Run 1, gate families picked out:
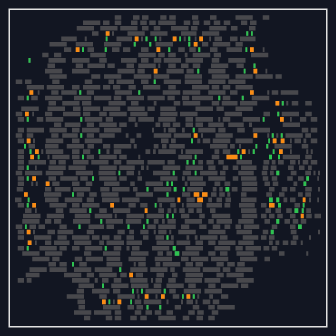
Run 1, routed clock nets over the placement:
Bar = 50 um.
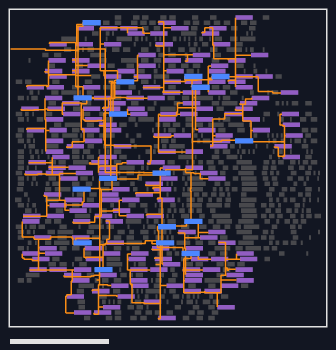
Run 1, placed cells, one color a class:
Bar = 50 um.
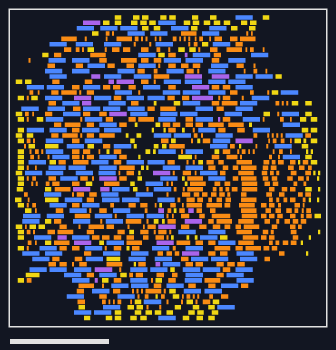
==> config.mk <==
export PLATFORM = sky130hd
export DESIGN_NAME = wb_arbiter_flat
export DESIGN_NICKNAME = d
export VERILOG_FILES = /design/src/rtl/wb_arbiter_if.sv /design/src/rtl/wb_arbiter.sv /design/src/flat_wrapper.sv
export SDC_FILE = /design/constraint.sdc
export NUM_CORES = 1
export LEC_CHECK = 0
export CAP_MARGIN = 30
export CELL_PAD_IN_SITES_DETAIL_PLACEMENT = 1
export CELL_PAD_IN_SITES_GLOBAL_PLACEMENT = 1
export CORE_MARGIN = 2
export CORE_UTILIZATION = 41
export DETAILED_ROUTE_END_ITERATION = 10
export GPL_TIMING_DRIVEN = 0
export MAX_ROUTING_LAYER = met4
export PLACE_DENSITY = 0.81
export SLEW_MARGIN = 10
export SYNTH_ARGS = -nofsm -noshare
export SYNTH_HDL_FRONTEND = slang
export SYNTH_SLANG_ARGS = --single-unit
==> constraint.sdc <==
create_clock -name clk -period 6.6 [get_ports clk]
set_input_delay 1.32 -clock clk [delete_from_list [all_inputs] [get_ports clk]]
set_output_delay 1.32 -clock clk [all_outputs]
set_load 0.02 [all_outputs]
==> impl_metrics.py, run 1 <==
# Flow results
metrics = {
    "yosys": {
        "ys_area_sq_um": 10000,
        "ys_sh_aoi": 0.0339,
        "synth_area_leader_cell": "dfrtp_1",
    },
    "detailed_routing": {
        "routed-via-count": 6869,
        "drt_first_pass_iters": 5,
        "number_of_drc_markers_in_iteration_0": 399,
        "viasPerCell": 5.56,
    },
    "run_status": {
        "outcome": "finished clean",
    },
    "power_and_ir_drop": {
        "irDropWorstVdd_v": 0.000271,
    },
    "finish": {
        "largestClassByArea": "sequential cells",
        "area_delta_synth_final_pct": 22.2,
        "final_net_count": 1001,
        "flop-count": 196,
    },
    "timing": {
        "rsz0062_at_grt": "no",
        "finalCriticalPeriod_ps": 6010,
        "timing.final.crit_share": 0.910,
    },
    "global_routing": {
        "grt-ovfl-total": 0,
        "grt_most_used_layer": "met2",
    },
    "clock_network": {
        "post_cts.repair.setup_buffers": 0,
        "ctsLongestPathBuffers": 2,
        "numCtsBuffers": 17,
    },
    "place": {
        "port_buffers": 116,
    },
    "critical_path": {
        "timing.critical_path.to_type": "primary output",
    },
}
About 'gate families picked out':
Key: green = nand cells [cells 107, where all over the die]; orange = aoi and oai cells [cells 46, where all over the die]
Final Instance Count excl. Fillers: 1236
logic gate fraction of the total cell area: 0.389
commonest non-fill, non-tap cell in the layout: dfrtp_1

About 'routed clock nets over the placement':
Key: purple = flip-flops [count 196]; blue = clock-net drivers [count 17]; orange = clock wires [length 2420 um]
There are 18 routed clock nets.
clock latency on the worst-skew pair: 440 ps
Clock Skew: 6.73 ps

About 'placed cells, one color a class':
Key: orange = remaining logic cells [cells 508]; yellow = remaining buffers and delay cells [cells 179]; purple = clock drivers and dummy loads [cells 29]; blue = sequential cells [cells 196]
number of standard-cell rows in the floorplan: 57
share of the final layout cell area in sequential cells: 0.401
Final Core Density: 0.507
Finished Cell Area: 12200 sq um

run 1: power by group:
group          switching, mW  leakage [nW]  total, mW  internal (mW)
logic                   1.66          2.43       3.52           1.86
registers              0.469          2.32       2.30           1.83
clock network          0.454         0.275       1.01          0.556
total                   2.59          5.03       6.84           4.25
run 1: worst max-delay path, delay by kind of cell (launching register included):
kind,cells,cell delay [ps]
xor gates and xnor gates,1,190
muxes,1,400
DFF,1,480
AOI/OAI and AO/OA,2,510
and+or+nand+nor,1,110
adders and majority gates,1,470
buffers and inverters,6,2080
run 1: cell families after synthesis:
kind of cell / after synthesis
AND-OR/OR-AND: 50
XOR/XNOR: 76
adder cells (fa/ha/maj): 11
buffers and inverters: 66
flip-flops: 196
multiplexers: 204
AND/OR/NAND/NOR: 160
==> run 1 -> run 2 <==
CELL_PAD_IN_SITES_DETAIL_PLACEMENT = default   (was 1)
CELL_PAD_IN_SITES_GLOBAL_PLACEMENT = default   (was 1)
CORE_UTILIZATION = 50   (was 41)
PLACE_DENSITY = 0.8   (was 0.81)
Run 2, placed standard cells:
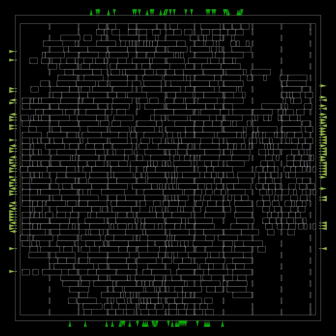
layout filler cell count: 1556
share of the final layout cell area in sequential cells: 0.402
number of standard-cell rows in the floorplan: 51
Final Core Density: 0.625

==> run 2 against run 1 <==
Compared with the run above: flip-flop count did not move; largest cell class unchanged; clock power is essentially flat; via count is 1.3% lower; die size down 18%; first-iteration DRC count down 3.8%; routed wire length fell by 12%; critical endpoint unchanged; final cell count decreased by 4.4%; register-to-register slack improved by 40 ps.
==> impl_metrics.py, run 2 <==
# Flow results
metrics = {
    "run_status": {
        "outcome": "finished clean",
    },
    "global_routing": {
        "groute.usage.overall": 0.249,
        "grt_pass1_vias": 7286,
        "grt-ovfl-total": 0,
        "grt_most_used_layer": "met2",
        "groute.layer.met2.usage": 0.408,
    },
    "power_and_ir_drop": {
        "dominant_power_group": "combinational cells",
        "power_sequential_mw": 2.27,
        "netSwitchingFraction": 0.373,
        "irDropWorstVdd_v": 0.000269,
        "power.share.combinational": 0.514,
        "power_in_combinational_cells_mw": 3.48,
        "seqPwrFrac": 0.336,
        "powerClk_mw": 1.02,
        "netSwitchingPower_mw": 2.53,
        "internal-power_mw": 4.24,
    },
    "clock_network": {
        "clock_insertion_delay_worst_skew_ps": 440,
        "numCtsBuffers": 17,
        "post_cts.repair.setup_buffers": 0,
        "ctsLongestPathBuffers": 2,
    },
    "detailed_routing": {
        "detail_route.wirelength_mm": 24.8,
        "routed-via-count": 6780,
        "route.top_layer_used": "met4",
        "viasPerCell": 5.74,
        "detail_route.wirelength.met1_mm": 10.7,
        "number_of_drc_markers_in_iteration_0": 384,
        "drt_first_pass_iters": 5,
    },
    "timing": {
        "measured_slew_at_the_worst_slew_check_pin_ps": 683,
        "finalCriticalPeriod_ps": 5970,
        "rsz0062_at_grt": "no",
        "timing.final.crit_share": 0.904,
        "finClkSkew_ps": 12.4,
    },
    "finish": {
        "final_common_cell": "dfrtp_1",
        "area_delta_synth_final_pct": 21.9,
        "final_net_count": 1002,
    },
    "yosys": {
        "synth_area_leader_cell": "dfrtp_1",
        "synth_warnings": 0,
        "postSynthNetCount": 862,
        "syn-instance-count": 763,
        "ys_sh_aoi": 0.0339,
        "ys_area_sq_um": 10000,
        "yosys-top-cells-count": "dfrtp_1 (196), mux2_2 (148), nand2_1 (92)",
    },
    "critical_path": {
        "timing.critical_path.to_type": "primary output",
        "critical_path_cell_count": 12,
        "cp.buffers_inverters": 6,
    },
    "min_path": {
        "holdPathStages": 1,
    },
    "place": {
        "port_buffers": 116,
    },
}
## run 2: metrics by stage
stage / util / std cells / instance area, sq um / total power [mW]
after floorplan: - / 763 / 10000 / 4.68
after global placement: 0.589 / 1144 / 11500 / 5.61
after detailed placement: 0.595 / 1150 / 11600 / 5.75
after CTS: 0.625 / 1182 / 12200 / 6.79
after global routing: 0.625 / 1181 / 12200 / 7.16
final: 0.625 / 1181 / 12200 / 6.77
## run 2: final cells by class
class / count / area share
plain buffers: 58 / 0.0254
flip-flops and latches: 196 / 0.402
clock inverters: 13 / 0.00995
multi-input cells: 501 / 0.390
clock buffers: 19 / 0.0371
inverters: 7 / 0.00246
repair buffers: 122 / 0.106
well taps: 265 / 0.0272
Power is estimated from default activity; no workload was simulated.
